Figure 1. Selected gate families (run 1).
Scale bar: 20 um.
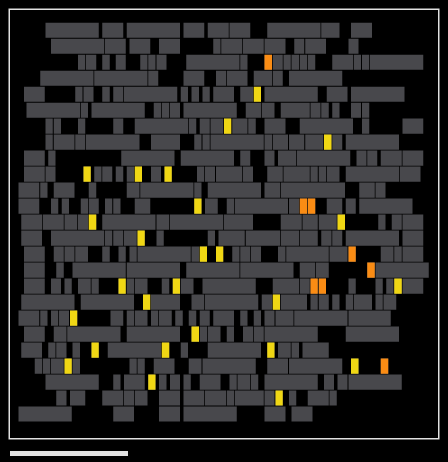
Figure 2. Cells coloured by class (run 1).
Scale bar: 20 um. Fill, decap, tap and diode cells in grey.
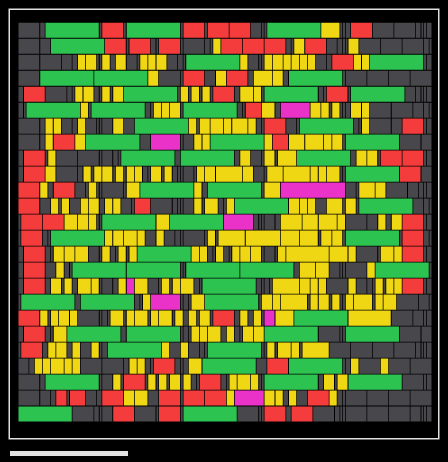
Figure 3. Cell placement (run 1).
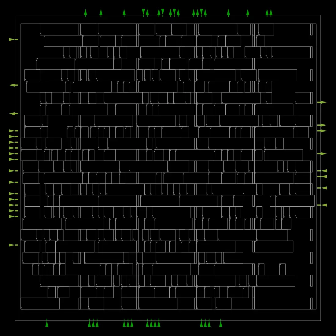
==> config.mk <==
export PLATFORM = sky130hd
export DESIGN_NAME = bcd_serial_addsub
export DESIGN_NICKNAME = d
export VERILOG_FILES = /design/src/rtl/bcd_serial_addsub.sv
export SDC_FILE = /design/constraint.sdc
export NUM_CORES = 1
export LEC_CHECK = 0
export CAP_MARGIN = 5
export CORE_UTILIZATION = 54
export DETAILED_ROUTE_END_ITERATION = 8
export PLACE_DENSITY_LB_ADDON = 0.3
export SETUP_SLACK_MARGIN = 0.2
export SYNTH_ARGS = -nofsm -noshare
export SYNTH_HDL_FRONTEND = slang
export SYNTH_SLANG_ARGS = --single-unit
==> constraint.sdc <==
create_clock -name clk -period 7.4 [get_ports clk]
set_input_delay 0.74 -clock clk [delete_from_list [all_inputs] [get_ports clk]]
set_output_delay 0.74 -clock clk [all_outputs]
set_load 0.01 [all_outputs]
==> flow_summary.json, run 1 <==
{
  "avgSynthCellArea_um2": 8.51,
  "clockBufferDepth": 2,
  "area_leaders": "dfrtp_1 (52%), nand2_1 (14%), nand3_1 (5.4%)",
  "mux_area_share_pct": 0,
  "common_cells": "nand2_1 (98), dfrtp_1 (56), nand3_1 (29)",
  "power_uw": 1740,
  "cts-root-buf": "clkbuf_8",
  "grt_util_met1_pct": 35.2,
  "ant_nets": 0,
  "relSlewSlack_pct": 44.9,
  "grt_max_degree": 57,
  "io_buffers": 57,
  "clkPwrFrac_pct": 11.5,
  "dr.pass1.iters": 4,
  "grt_busiest_layer": "met2",
  "arrival_ns": 2.99,
  "cts_hold_buf": 0,
  "simple_gate_share_pct": 25.1,
  "hold_depth": 2,
  "worstMarginPinSlew_ns": 0.826,
  "status": "finished clean",
  "warnings": 26,
  "clock.fmax_mhz": 358,
  "netlist_instances": 318,
  "cts_setup_buffers": 0,
  "largest_class": "flip-flops and latches"
}
-- Figure 1 (at the start) --
colour	family	cells	most used
orange	inverters	8	inv_1
yellow	NOR gates	26	nor2_1
fraction of area in multi-input gates: 35.0%
Post-Layout Cell Count: 433
Commonest Layout Cell: nand2_1

-- Figure 2 (at the start) --
colour	class	cells	share of their area
magenta	clock drivers and dummy loads	8	3.2%
yellow	all other logic	241	37%
green	flops	56	42%
red	other buffers and delay cells	61	18%
core box area: 0.00479 mm2
Finished Core Util: 71.3%
flop share of the area: 41.1%
Rows: 25
Design Area, Final: 0.00341 mm2

-- Figure 3 (at the start) --
# fillers: 367
num tapcells: 67
Flop Count: 56

==> run 1 -> run 2 <==
--- a/config.mk
+++ b/config.mk
@@ -6,7 +6,7 @@
 export NUM_CORES = 1
 export LEC_CHECK = 0
 export CAP_MARGIN = 5
-export CORE_UTILIZATION = 54
+export CORE_UTILIZATION = 51
 export DETAILED_ROUTE_END_ITERATION = 8
 export PLACE_DENSITY_LB_ADDON = 0.3
 export SETUP_SLACK_MARGIN = 0.2
==> constraint.sdc (replaced) <==
create_clock -name clk -period 2.89 [get_ports clk]
set_input_delay 0.289 -clock clk [delete_from_list [all_inputs] [get_ports clk]]
set_output_delay 0.289 -clock clk [all_outputs]
set_load 0.01 [all_outputs]
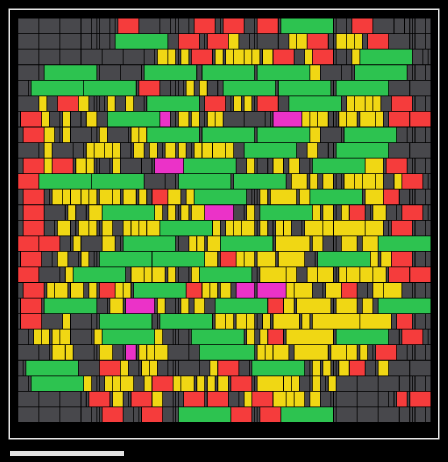
Figure 4: run 2, cells coloured by class.
Scale bar: 20 um. Fill, decap, tap and diode cells in grey.
colour	class	cells	share of their area
green	flops	56	41%
red	other buffers and delay cells	69	19%
yellow	all other logic	241	37%
magenta	clock drivers and dummy loads	8	2.6%
Finished Core Util: 68.3%
core box area: 0.00511 mm2
Design Area, Final: 0.00349 mm2
flop share of the area: 40.2%

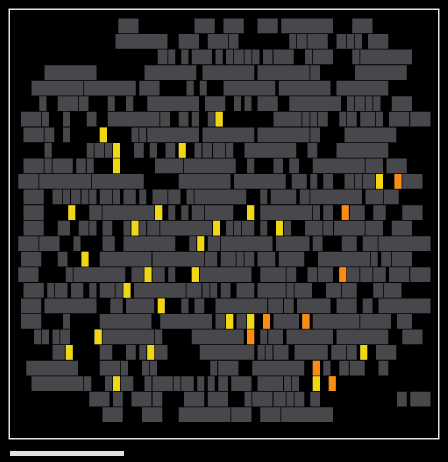
Figure 5: run 2, selected gate families.
Scale bar: 20 um.
colour	family	cells	most used
orange	inverters	8	inv_1
yellow	NOR gates	26	nor2_1
fraction of area in multi-input gates: 35.1%
Post-Layout Cell Count: 444

==> run 2 against run 1 <==
Compared with the run above: synthesized cell count is the same; utilization shrank 2.9 points; largest cell class unchanged; sequential power grew to 2.6 times the previous value; critical path type unchanged.
==> flow_summary.json, run 2 <==
{
  "relSlewSlack_pct": 44.9,
  "io_buffers": 57,
  "grt_util_met1_pct": 31.7,
  "mux_area_share_pct": 0,
  "dr.pass1.iters": 5,
  "netlist_instances": 318,
  "cts_hold_buf": 1,
  "status": "finished clean",
  "rows": 26,
  "cts_setup_buffers": 0,
  "clockBufferDepth": 2,
  "common_cells": "nand2_1 (98), dfrtp_1 (56), nand3_1 (29)",
  "simple_gate_share_pct": 25.1,
  "lay_top_count": "nand2_1",
  "worstMarginPinSlew_ns": 0.826,
  "flop-count": 56,
  "area_leaders": "dfrtp_1 (52%), nand2_1 (14%), nand3_1 (5.4%)",
  "cts-root-buf": "clkbuf_8",
  "largest_class": "flip-flops and latches",
  "power_uw": 4630,
  "clock.fmax_mhz": 384,
  "clkPwrFrac_pct": 9.2,
  "arrival_ns": 2.80,
  "grt_max_degree": 44,
  "warnings": 26
}
No activity file was given, so power comes from the tool's default toggle rates.
